[src/rtl/seq_multiplier.sv]
// Shift-add sequential multiplier: WIDTH iterations per product, start/busy/done handshake.
// Define SIGNED_MULT_EN to treat operands as two's-complement (sign-magnitude wrap around the core).
module seq_multiplier #(
  parameter int WIDTH = 16
) (
  input  logic             clock,
  input  logic             reset,
  input  logic             start,
  input  logic [WIDTH-1:0] a,
  input  logic [WIDTH-1:0] b,
  output logic             busy,
  output logic             done,
  output logic [WIDTH-1:0] product_lo,
  output logic [WIDTH-1:0] product_hi
);

  localparam int CW = (WIDTH > 1) ? $clog2(WIDTH) : 1;

  typedef enum logic [1:0] {
    S_IDLE,
    S_RUN,
    S_DONE
  } state_t;

  state_t             r_state;
  state_t             w_next;
  logic [WIDTH-1:0]   r_mcand;
  logic [2*WIDTH:0]   r_acc;
  logic [CW-1:0]      r_cnt;
  logic [WIDTH-1:0]   r_prod_lo;
  logic [WIDTH-1:0]   r_prod_hi;

  logic [WIDTH:0]     w_sum;
  logic [2*WIDTH:0]   w_step;
  logic               w_last;
  logic [2*WIDTH-1:0] w_result;
  logic [WIDTH-1:0]   w_op_a;
  logic [WIDTH-1:0]   w_op_b;

`ifdef SIGNED_MULT_EN
  logic r_neg;

  // Magnitude of 0x8000 is 0x8000, still correct when read as unsigned.
  assign w_op_a   = a[WIDTH-1] ? -a : a;
  assign w_op_b   = b[WIDTH-1] ? -b : b;
  assign w_result = r_neg ? -w_step[2*WIDTH-1:0] : w_step[2*WIDTH-1:0];

  always_ff @(posedge clock or posedge reset) begin
    if (reset) begin
      r_neg <= 1'b0;
    end else if (r_state == S_IDLE && start) begin
      r_neg <= a[WIDTH-1] ^ b[WIDTH-1];
    end
  end
`else
  assign w_op_a   = a;
  assign w_op_b   = b;
  assign w_result = w_step[2*WIDTH-1:0];
`endif

  // Carry bit r_acc[2*WIDTH] is zero after every shift, so the add never loses a bit.
  assign w_sum  = r_acc[2*WIDTH:WIDTH] + {1'b0, r_mcand};
  assign w_step = r_acc[0] ? {1'b0, w_sum, r_acc[WIDTH-1:1]} : {1'b0, r_acc[2*WIDTH:1]};
  assign w_last = (r_cnt == CW'(WIDTH - 1));

  always_ff @(posedge clock or posedge reset) begin
    if (reset) begin
      r_state <= S_IDLE;
    end else begin
      r_state <= w_next;
    end
  end

  always_comb begin
    w_next = r_state;
    case (r_state)
      S_IDLE:  if (start) w_next = S_RUN;
      S_RUN:   if (w_last) w_next = S_DONE;
      S_DONE:  w_next = S_IDLE;
      default: w_next = S_IDLE;
    endcase
  end

  always_comb begin
    busy = 1'b0;
    done = 1'b0;
    case (r_state)
      S_RUN:  busy = 1'b1;
      S_DONE: begin
        busy = 1'b1;
        done = 1'b1;
      end
      default: ;
    endcase
  end

  always_ff @(posedge clock or posedge reset) begin
    if (reset) begin
      r_mcand   <= '0;
      r_acc     <= '0;
      r_cnt     <= '0;
      r_prod_lo <= '0;
      r_prod_hi <= '0;
    end else begin
      case (r_state)
        S_IDLE: begin
          if (start) begin
            r_mcand <= w_op_a;
            r_acc   <= {{(WIDTH+1){1'b0}}, w_op_b};
            r_cnt   <= '0;
          end
        end
        S_RUN: begin
          r_acc <= w_step;
          r_cnt <= r_cnt + CW'(1);
          if (w_last) begin
            r_prod_lo <= w_result[WIDTH-1:0];
            r_prod_hi <= w_result[2*WIDTH-1:WIDTH];
          end
        end
        default: ;
      endcase
    end
  end

  assign product_lo = r_prod_lo;
  assign product_hi = r_prod_hi;

endmodule
[config.mk]
export PLATFORM = sky130hd
export DESIGN_NAME = seq_multiplier
export DESIGN_NICKNAME = d
export VERILOG_FILES = /design/src/rtl/seq_multiplier.sv
export SDC_FILE = /design/constraint.sdc
export NUM_CORES = 1
export LEC_CHECK = 0
export CAP_MARGIN = 30
export CORE_ASPECT_RATIO = 1.2
export CORE_MARGIN = 10
export CORE_UTILIZATION = 49
export CTS_BUF_LIST = sky130_fd_sc_hd__clkbuf_16
export DETAILED_ROUTE_END_ITERATION = 10
export HOLD_SLACK_MARGIN = 0.1
export MAX_ROUTING_LAYER = met4
export PLACE_DENSITY = 0.77
export SYNTH_ARGS = -nofsm -noshare
export SYNTH_HDL_FRONTEND = slang
export SYNTH_SLANG_ARGS = --single-unit
export TNS_END_PERCENT = 10
[constraint.sdc]
create_clock -name clock -period 3.41 [get_ports clock]
set_clock_uncertainty 0.05 [all_clocks]
set_input_delay 1.023 -clock clock [delete_from_list [all_inputs] [get_ports clock]]
set_output_delay 1.023 -clock clock [all_outputs]
set_load 0.1 [all_outputs]
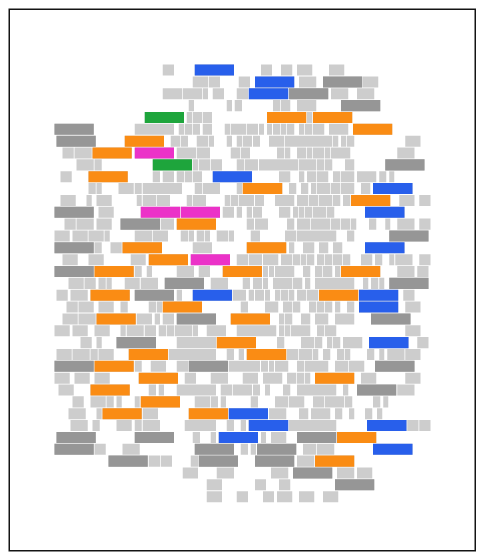
Fig. 1. Sequential cells grouped by signal name (run 1).
Other sequential cells in the stronger gray, the rest of the logic in the fainter gray.
Key: r_state = green [flops 2]; product_hi = blue [flops 16]; r_acc = orange [flops 32]; r_cnt = magenta [flops 4]
Another 32 sequential cells are not colored.

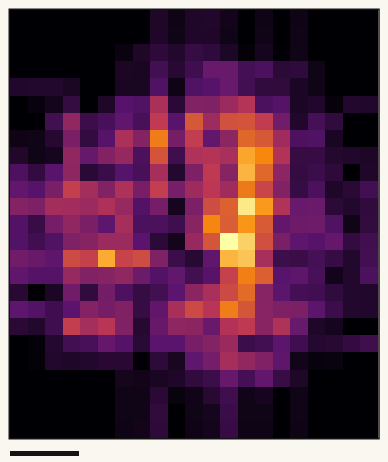
Fig. 2. Wiring heat map (run 1).
Bar = 20 µm. The die is cut into 21 by 25 equal tiles; black is low, pale yellow is high, scaled to the fullest tile. Values are wire area over tile area, all layers added.
23% of the tiles are nearly empty. The densest ninth of the die: center. The emptiest ninth of the die: north-west. 9.1% of the tiles are over half the peak.

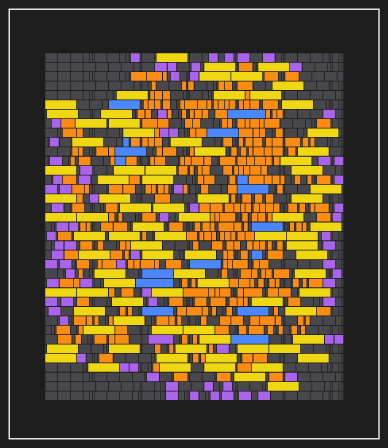
Fig. 3. Cells colored by class (run 1).
Fill, decap, tap and diode cells in gray.
Key: all other logic = orange [cells 325]; clock drivers and dummy loads = blue [cells 16]; other buffers and delay cells = purple [cells 76]; flip-flops = yellow [cells 86]
core area: 8700 µm²
Seq area share: 39.1%

==> reports/metrics.cfg, run 1 <==
[status]
status=finished clean

[yosys]
largest_area_cell=dfrtp_1
yosysSeqAreaShare_pct=48.8
ff_type=dfrtp_1
syn_area_per_cell_um2=10.2
yosysChipArea_um2=4410
yosysCellCount=432
yosys.area.top_type_share_pct=48.8
yosysWarnings=0
synthTopCellsByCount=86 x dfrtp_1, 64 x nand2_1, 51 x o21ai_0, 34 x mux2_2, 24 x mux2i_1
ys.flops=86
yosys.cell_types.count=41
top_cells_by_area=dfrtp_1 49%, mux2_2 8.7%, o21ai_0 5.8%
postSynth.asyncResetShare_pct=100
most_common_cell=dfrtp_1
fp_nets=488
edf_count=0
synthCells=432
netlist_area_um2=4410

[finish]
layout.nets=554
final_core_util_pct=63.2
mostFrequentLayoutCells=86 x dfrtp_1, 64 x nand2_1, 51 x o21ai_0
largest-register=r_acc
syn_to_final_growth_pct=24.6
largest_register_ffs=32
antenna_cells=0

[routing]
drt-initial-drc-count=122
vias_per_cell=5.60
wirelength_um=10300
ant_nets=0
first_pass_iters=4
wl_met1_um=4500
drt-wirelength-per-cell_um=16.7
dr_wl_met3_um=640
routed-wl-met2_um=5000
highest_layer=met4

[floorplan]
fp_util_pct=50.7
design.die.area_um2=13200
die_h_um=124
io_pins=69
dieWidth_um=107
core.rowCount=37

[critical_path]
path_cells=ha_1, fa_1, a21o_1, a311oi_2, nor4_1, or3_1, a31oi_1, o21ai_1
worst_r2r_endpoint=product_hi[13]
end_kind=flip-flop
r2r-start=r_acc[16]
worst_r2r_path_depth=8
path_delay_family=AND-OR/OR-AND gates
r2r_setup_slack_ns=0.72
critPathBufInv=0
start_kind=flip-flop
cp.arrival_ns=2.86
crit_fanout=5
cp.required_ns=3.58
critPathMaxStageDelay_ns=0.44
crit_type=reg2reg

[sta]
timing.fmax_ghz=0.372
rsz0062_at_grt=false
tightestPinTransition_ns=0.953
setup_slack_ns=0.719
slew_violations=0
post-route-period-util_pct=78.9
fin_setup_tns_ns=0
period_needed_ns=2.69
hold_slack_ns=0.434
final-setup-viol-count=0

[clock_tree]
tritoncts=yes
holdBufCountCts=0
insertion_delay_ns=0.34
numCtsBuffers=9
clk_root_buffer_cell=clkbuf_16
clkTransAtPathRegs_ns=0.07
post_cts_resized=0
cts-htree-levels=3
post-cts-setup-buffers=0
clock_path_buffers=2

[global_route]
grt_pass1_vias=3597
grt_max_degree=50
grt_antenna_before_repair=0
grt_pass1_wl_um=17300
track_usage_pct=16.5
overflow=0

[power]
p_per_area_nw_per_um2=857
finalPower_mw=4.71
p_leak_nw=2.61

[run]
drv_cap=0

[placed_design]
dpl_worst_slack_ns=0.565
place.gp.congestion=0.907
dp_hpwl_um=7360

[hold_path]
hold_path_end=product_hi[3]
hold_class=reg2reg
worstHoldPathCells=2
hold_start=product_hi[3]

## run 1: report_power, final
group          switching, mW  total [mW]  internal, mW
clock network          0.412        1.13         0.720
registers              0.229        1.53          1.31
logic                   1.23        2.05         0.816
## run 1: stage by stage
step | std cells | cell area [µm²]
final | 620 | 5500
after global routing | 620 | 5500
after CTS | 620 | 5500
after detailed placement | 604 | 5150
after global placement | 604 | 5150
after floorplan | 432 | 4410
## run 1: routing by layer
| metal | vias up | GRT usage [%] |
|---|---|---|
| li1 | 1684 | - |
| met1 | 1687 | 19.4 |
| met2 | 87 | 26.5 |
| met3 | 16 | 5.12 |
| met4 | 0 | 5.25 |
| met5 | - | - |
## run 1: final cells by class
cell class / count / area [µm²]
clock buffers: 9 / 225
clock inverters: 7 / 121
fillers: 721 / 3200
inverters: 8 / 31.3
multi-input cells: 317 / 2160
flip-flops and latches: 86 / 2150
well taps: 117 / 146
repair buffers: 76 / 668
## run 1: worst max-delay path by stage
| stage | start | endpoint | slack (ns) | depth (start not counted) |
|---|---|---|---|---|
| global placement | start | r_acc[2] | 0.62 | 5 |
| detailed placement | start | r_acc[8] | 0.56 | 5 |
| CTS | r_acc[16] | product_hi[13] | 0.75 | 8 |
| floorplan | reset | product_hi[0] | 0.12 | 1 |
| finish | r_acc[16] | product_hi[13] | 0.72 | 8 |
| global route | r_acc[16] | product_hi[13] | 0.59 | 8 |
## run 1: cell families after synthesis
group / after synthesis / synth area share (%)
AND/OR/NAND/NOR: 122 / 12.6
buffers and inverters: 29 / 2.47
XOR/XNOR: 6 / 1.19
AND-OR/OR-AND: 110 / 14.7
multiplexers: 58 / 14.1
adder cells (fa/ha/maj): 21 / 6.12
flip-flops: 86 / 48.8
## Run 2: what changed since run 1
Clock period 3.41 ns to 2.2 ns, I/O delays scaled along.
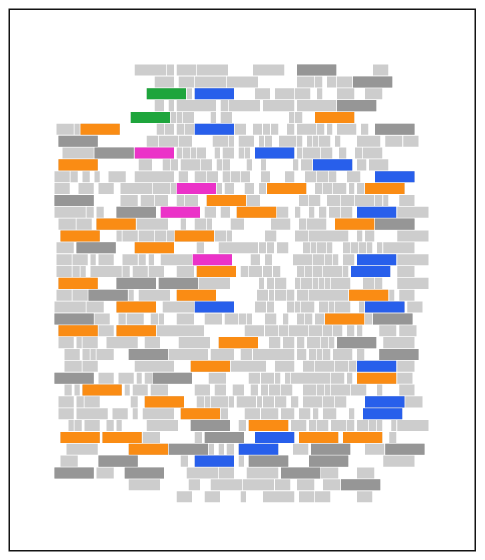
Fig. 4. Sequential cells grouped by signal name (run 2).
Other sequential cells in the stronger gray, the rest of the logic in the fainter gray.
Key: r_cnt = magenta [flops 4]; product_hi = blue [flops 16]; r_state = green [flops 2]; r_acc = orange [flops 32]
seq pwr: 2.37 mW
register area: 2150 µm²

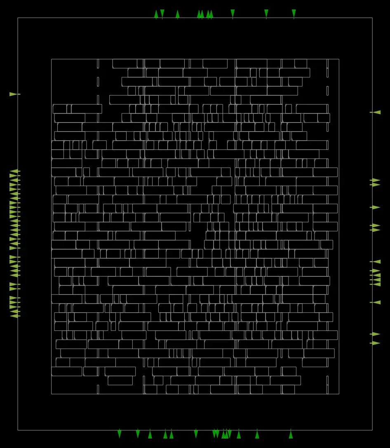
Fig. 5. Placed standard cells (run 2).
flop count: 86
Seq area share: 34.9%
Well Taps: 117
Finished Layout Cells: 647
fin util: 70.9%

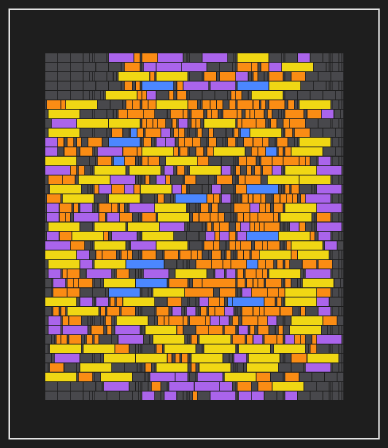
Fig. 6. Cells colored by class (run 2).
Fill, decap, tap and diode cells in gray.
Key: other buffers and delay cells = purple [cells 103]; clock drivers and dummy loads = blue [cells 16]; flip-flops = yellow [cells 86]; all other logic = orange [cells 325]
site row count: 37
Final Instance Area: 6170 µm²

==> run 2 against run 1 <==
  * The run now ends with setup timing left
  * Sequential power is 55% higher
  * Non-clock buffer count is 27 higher
  * Synthesized cell count stayed put
  * Sequential share of layout area is 4.3 points lower
  * Core utilization is 7.7 points higher
  * Largest cell class unchanged
  * Count of clock-buffer cells in the layout stayed put
  * Sequential cell count stayed put
  * Global-route usage is 1.2 points higher
==> reports/metrics.cfg, run 2 <==
[status]
status=finished, violations left
violations=setup timing

[routing]
dr_wl_met3_um=861
vias_per_cell=5.67
routed-wl-met2_um=5620
drc_errors=0
first_pass_iters=4
wl_met1_um=4540
wirelength_um=11300
drt-wirelength-per-cell_um=17.4
highest_layer=met4
drt-initial-drc-count=202
via_count=3669
ant_nets=0

[sta]
hold_slack_ns=0.462
rsz0062_at_grt=true
final-setup-viol-count=20
tightestPinTransition_ns=0.446
slew_violations=0
setup_slack_ns=-0.236
final_hold_viol_count=0
timing.fmax_ghz=0.411
maxSlewHeadroom_pct=70.3
fin_setup_tns_ns=-2.38
period_needed_ns=2.44
post-route-period-util_pct=111

[placed_design]
post_dp_cell_area_um2=5800
dp_hpwl_um=8160
place_inst=630
dpl_worst_slack_ns=-0.321
place.gp.congestion=0.921
numPortBuffers=68

[critical_path]
critPathBufInv=1
cp.required_ns=2.38
start_kind=flip-flop
end_kind=flip-flop
path_delay_family=AND-OR/OR-AND gates
cp.arrival_ns=2.61
critPathMaxStageDelay_ns=0.40
path_cells=ha_2, fa_2, a21o_1, a311oi_4, buf_4, o31ai_1, xnor2_1, o21ai_1, mux2_2
cpMaxStageDelayCell=dfrtp_1
crit_fanout=3
crit_type=reg2reg

[clock_tree]
tritoncts=yes
cts-htree-levels=3
clk_root_buffer_cell=clkbuf_16
insertion_delay_ns=0.34
holdBufCountCts=0
clock_path_buffers=2
cts_sinks=86
clkTransAtPathRegs_ns=0.07
numCtsBuffers=9

[yosys]
synthCells=432
syn_area_per_cell_um2=10.2
yosys.cell_types.count=41
synthTopCellsByCount=86 x dfrtp_1, 64 x nand2_1, 51 x o21ai_0, 34 x mux2_2, 24 x mux2i_1
yosysWarnings=0
ys.flops=86
top_cells_by_area=dfrtp_1 49%, mux2_2 8.7%, o21ai_0 5.8%
edf_count=0
most_common_cell=dfrtp_1
postSynth.asyncResetShare_pct=100
fp_nets=488
netlist_area_um2=4410
yosys.area.top_type_share_pct=48.8
ff_type=dfrtp_1
yosysCellCount=432
yosysSeqAreaShare_pct=48.8
largest_area_cell=dfrtp_1
yosysChipArea_um2=4410

[global_route]
grt_pass1_wl_um=18500
grt.met2_usage_pct=30.2
grt_antenna_before_repair=0
grt_pass1_vias=3841
grt.met3_usage_pct=5.48
grt_max_degree=87
grt-busiest-layer=met2
track_usage_pct=17.7
met1_usage_pct=19.2
overflow=0

[finish]
syn_to_final_growth_pct=39.8
layout_top_cell=dfrtp_1
nFillCells=657
antenna_cells=0
mostFrequentLayoutCells=86 x dfrtp_1, 64 x nand2_1, 41 x o21ai_0
drive_above_1_share_pct=25.1
largest_register_ffs=32
largest-register=r_acc
layout.nets=581

[hold_path]
hold_class=reg2reg

[floorplan]
io_pins=69
core_um2=8700
design.die.area_um2=13200
fp_util_pct=50.7
dieWidth_um=107
die_h_um=124

[power]
finalPower_mw=7.73
p_leak_nw=2.82
peakVddDrop_mv=0.657
p_per_area_nw_per_um2=1250

[run]
warnings=31
drv_cap=0

-- run 2: cell counts after synthesis --
Identical to the previous run, type by type.
-- run 2: logic make-up (layout without fill, tap and decap cells) --
family | Yosys count | count (layout) | share of synthesized area, %
and+or+nand+nor | 122 | 122 | 12.6
AOI/OAI and AO/OA | 110 | 110 | 14.7
DFF | 86 | 86 | 48.8
muxes | 58 | 58 | 14.1
buffers and inverters | 29 | 127 | 2.47
adders and majority gates | 21 | 21 | 6.12
xor gates and xnor gates | 6 | 6 | 1.19
-- run 2: worst min-delay path, delay by kind of cell, from the launching register on --
family	cells	cell delay, ns
AOI/OAI and AO/OA	1	0.06
DFF	1	0.37
and+or+nand+nor	1	0.05
-- run 2: repair_timing --
item / CTS / global route
resized: 15 / 7
setup buffers: 1 / 0
setup endpoints to repair: 22 / 23
pin swaps: 17 / 4
cloned: 0 / 0
-- run 2: path summary, 6_finish.rpt --
path	depth (start not counted)	end	slack (ns)	from
max	9	product_hi[7]	-0.24	r_mcand[0]
min	2	r_acc[30]	0.46	r_acc[30]
max reg2reg	9	product_hi[7]	-0.24	r_mcand[0]
min reg2reg	2	r_acc[30]	0.46	r_acc[30]
max in group asynchronous	3	r_acc[14]	1.02	reset
min in group asynchronous	3	product_hi[0]	0.74	reset
-- run 2: final cells by class --
class                           count  area [µm²]  area share, %
Multi-Input combinational cell    317        2220           36.0
Sequential cell                    86        2150           34.9
Timing Repair Buffer              103        1320           21.4
Clock buffer                        9         225           3.65
Tap cell                          117         146           2.37
Clock inverter                      7        72.6           1.18
Inverter                            8        33.8          0.547
-- run 2: power breakdown --
group	switching, mW	internal, mW	total, mW
logic	2.13	1.68	3.82
clock network	0.651	0.884	1.54
registers	0.351	2.02	2.37
total	3.14	4.59	7.73
## Run 3: what changed since run 2
Settings changed: RECOVER_POWER set to 100.
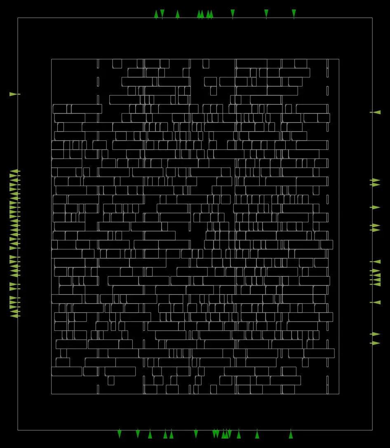
Fig. 7. Placed standard cells (run 3).
number of fill cells in the layout: 730
Seq area share: 38.3%

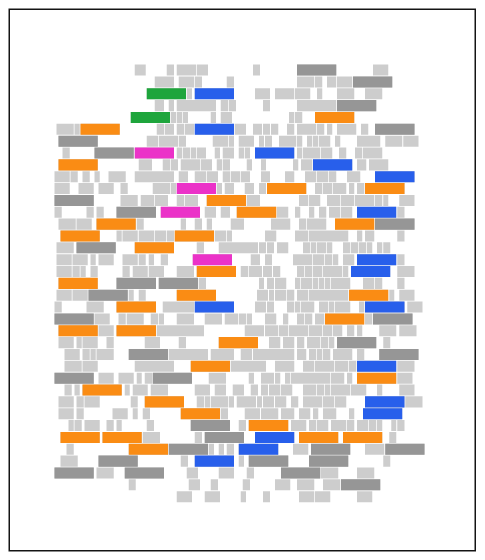
Fig. 8. Sequential cells grouped by signal name (run 3).
Other sequential cells in the stronger gray, the rest of the logic in the fainter gray.
Key: r_cnt = magenta [flops 4]; r_state = green [flops 2]; product_hi = blue [flops 16]; r_acc = orange [flops 32]
Another 32 sequential cells are not colored.
fin util: 64.6%

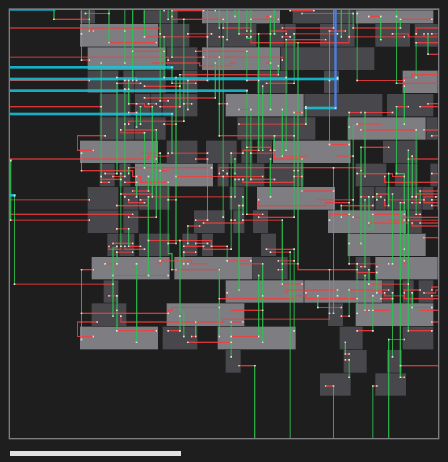
Fig. 9. A small window of the routed layout (run 3).
Bar = 20 µm. Window x 2 to 52, y 6 to 56 µm. Cells in gray, sequential cells in the stronger gray; small squares are vias.
Key: met1 = red; met4 = blue; met3 = cyan; met2 = green
Most frequent: dfrtp_1 (22), o21ai_0 (14), nand2_1 (13). 98 logic cells have their middle in the window. Netlist names of flops here include r_acc (10), product_lo (8), product_hi (2). Sequential cells in the window: 22.

==> run 3 against run 2 <==
  * The run still ends with setup timing left
  * Global-route usage did not move
  * Combinational power shrank 4%
  * Area after synthesis did not move
  * Power decreased by 2.3%
  * Routed wire length increased by 0.21%
  * Final cell count stayed put
  * Setup slack better by 0.0074 ns
  * Via count decreased by 0.11%
  * Critical path depth did not move
  * Sequential share of layout area up 3.4 points
  * Largest power group unchanged
==> reports/metrics.cfg, run 3 <==
[status]
status=finished, violations left
violations=setup timing

[routing]
ant_nets=0
drt-initial-drc-count=210
wirelength_um=11300
vias_per_cell=5.66
via_count=3665
drc_errors=0
drt-wirelength-per-cell_um=17.4
first_pass_iters=4

[critical_path]
path_cells=ha_2, fa_2, a21o_1, a311oi_4, buf_4, o31ai_1, xnor2_1, o21ai_1, mux2_2
crit_type=reg2reg
cp.required_ns=2.37
end_kind=flip-flop
cp.arrival_ns=2.60
path_delay_family=AND-OR/OR-AND gates
cpMaxStageDelayCell=dfrtp_1
critPathBufInv=1
critPathMaxStageDelay_ns=0.40
start_kind=flip-flop
crit_fanout=3

[hold_path]
hold_class=reg2reg

[finish]
largest_register_ffs=32
syn_to_final_growth_pct=27.4
layout_top_cell=dfrtp_1
seq_area_um2=2150
fin_area_um2=5620
antenna_cells=0
fin_cells=647
largest-register=r_acc
mi_logic_area_um2=2220
drive_above_1_share_pct=24.5
mostFrequentLayoutCells=86 x dfrtp_1, 64 x nand2_1, 42 x o21ai_0
layout.nets=581

[yosys]
synthCells=432
yosys.cell_types.count=41
ff_type=dfrtp_1
mux_share_pct=14.1
yosysCellCount=432
syn_area_per_cell_um2=10.2
edf_count=0
yosysWarnings=0
fp_nets=488
top_cells_by_area=dfrtp_1 49%, mux2_2 8.7%, o21ai_0 5.8%
most_common_cell=dfrtp_1
postSynth.asyncResetShare_pct=100
ys_sh_simple_pct=12.6
yosysChipArea_um2=4410
ys_sh_aoi_pct=14.7
ys_sh_adder_pct=6.12
synthTopCellsByCount=86 x dfrtp_1, 64 x nand2_1, 51 x o21ai_0, 34 x mux2_2, 24 x mux2i_1
netlist_area_um2=4410
netlist_logic_family_top=AND-OR/OR-AND gates
ys.flops=86
yosys.area.top_type_share_pct=48.8
largest_area_cell=dfrtp_1
yosysSeqAreaShare_pct=48.8
xor_area_share_pct=1.19

[floorplan]
io_pins=69
core_um2=8700
dieWidth_um=107
design.die.area_um2=13200
fp_util_pct=50.7
die_h_um=124
core.rowCount=37

[sta]
tightestPinTransition_ns=1.13
fin_setup_tns_ns=-2.22
period_needed_ns=2.43
maxSlewHeadroom_pct=24.5
final-setup-viol-count=20
timing.fmax_ghz=0.412
final_hold_viol_count=0
post-route-period-util_pct=110
slew_violations=0
setup_slack_ns=-0.228
rsz0062_at_grt=true
hold_slack_ns=0.434

[power]
switching_share_pct=41.0
internal-power_mw=4.45
finalPower_mw=7.55
power.group.top=combinational cells
switching_power_mw=3.10
p_comb_mw=3.66
powerSeq_mw=2.37
peakVddDrop_mv=0.655
p_leak_nw=2.68
power_frac_comb_pct=48.4
seqPwrFrac_pct=31.3
p_per_area_nw_per_um2=1340
p_clk_share_pct=20.3
clock_power_mw=1.53

[placed_design]
place.gp.congestion=0.921
numPortBuffers=68
dp_hpwl_um=8160
dpl_worst_slack_ns=-0.321
place_inst=630
post_dp_cell_area_um2=5800

[clock_tree]
clk_root_buffer_cell=clkbuf_16
cts_sinks=86
clock_path_buffers=2
cts-htree-levels=3
tritoncts=yes
numCtsBuffers=9
clkTransAtPathRegs_ns=0.07
insertion_delay_ns=0.34

[global_route]
grt_max_degree=87
track_usage_pct=17.7
grt_pass1_wl_um=18500
grt_antenna_before_repair=0
overflow=0
grt_pass1_vias=3841

[run]
drv_cap=0
warnings=31

run 3: what timing repair did:
item / in CTS / in global routing
hold buffers: 0 / 0
pin swaps: 17 / 4
buffers inserted: 1 / 0
gates resized: 15 / 7
setup endpoints to repair: 22 / 23
run 3: path summary, 6_finish.rpt:
path / startpoint / to / slack [ns] / cells after the start
min: product_hi[6] / product_hi[6] / 0.43 / 2
min reg2reg: product_hi[6] / product_hi[6] / 0.43 / 2
max: r_mcand[0] / product_hi[7] / -0.23 / 9
min in group asynchronous: reset / product_lo[15] / 1.17 / 3
max in group asynchronous: reset / r_acc[4] / 0.23 / 3
max reg2reg: r_mcand[0] / product_hi[7] / -0.23 / 9
run 3: layout make-up:
class | count | share of cell area, %
clock buffers | 9 | 4.00
inverters | 8 | 0.601
clock inverters | 7 | 1.29
well taps | 117 | 2.60
repair buffers | 103 | 13.8
multi-input cells | 317 | 39.4
flip-flops and latches | 86 | 38.3
run 3: cell families (layout without fill, tap and decap cells):
logic type	after synthesis	in the layout
fa+ha+maj	21	21
simple gates	122	122
xor+xnor	6	6
compound gates	110	110
flops	86	86
mux	58	58
buf+inv	29	127
run 3: routing by layer:
layer	global-route usage [%]	wire length (µm)	up-vias
met1	19.2	4650	1780
met5	-	0	-
met3	5.48	809	26
li1	-	-	1744
met2	30.2	5560	115
met4	6.27	267	0
run 3: worst reg2reg max path, stage by stage, from the launching register on:
cell      delay, ns
dfrtp_1        0.40
ha_2           0.20
fa_2           0.35
a21o_1         0.20
a311oi_4       0.33
buf_4          0.18
o31ai_1        0.08
xnor2_1        0.17
o21ai_1        0.09
mux2_2         0.26
Power is estimated from default activity; no workload was simulated.
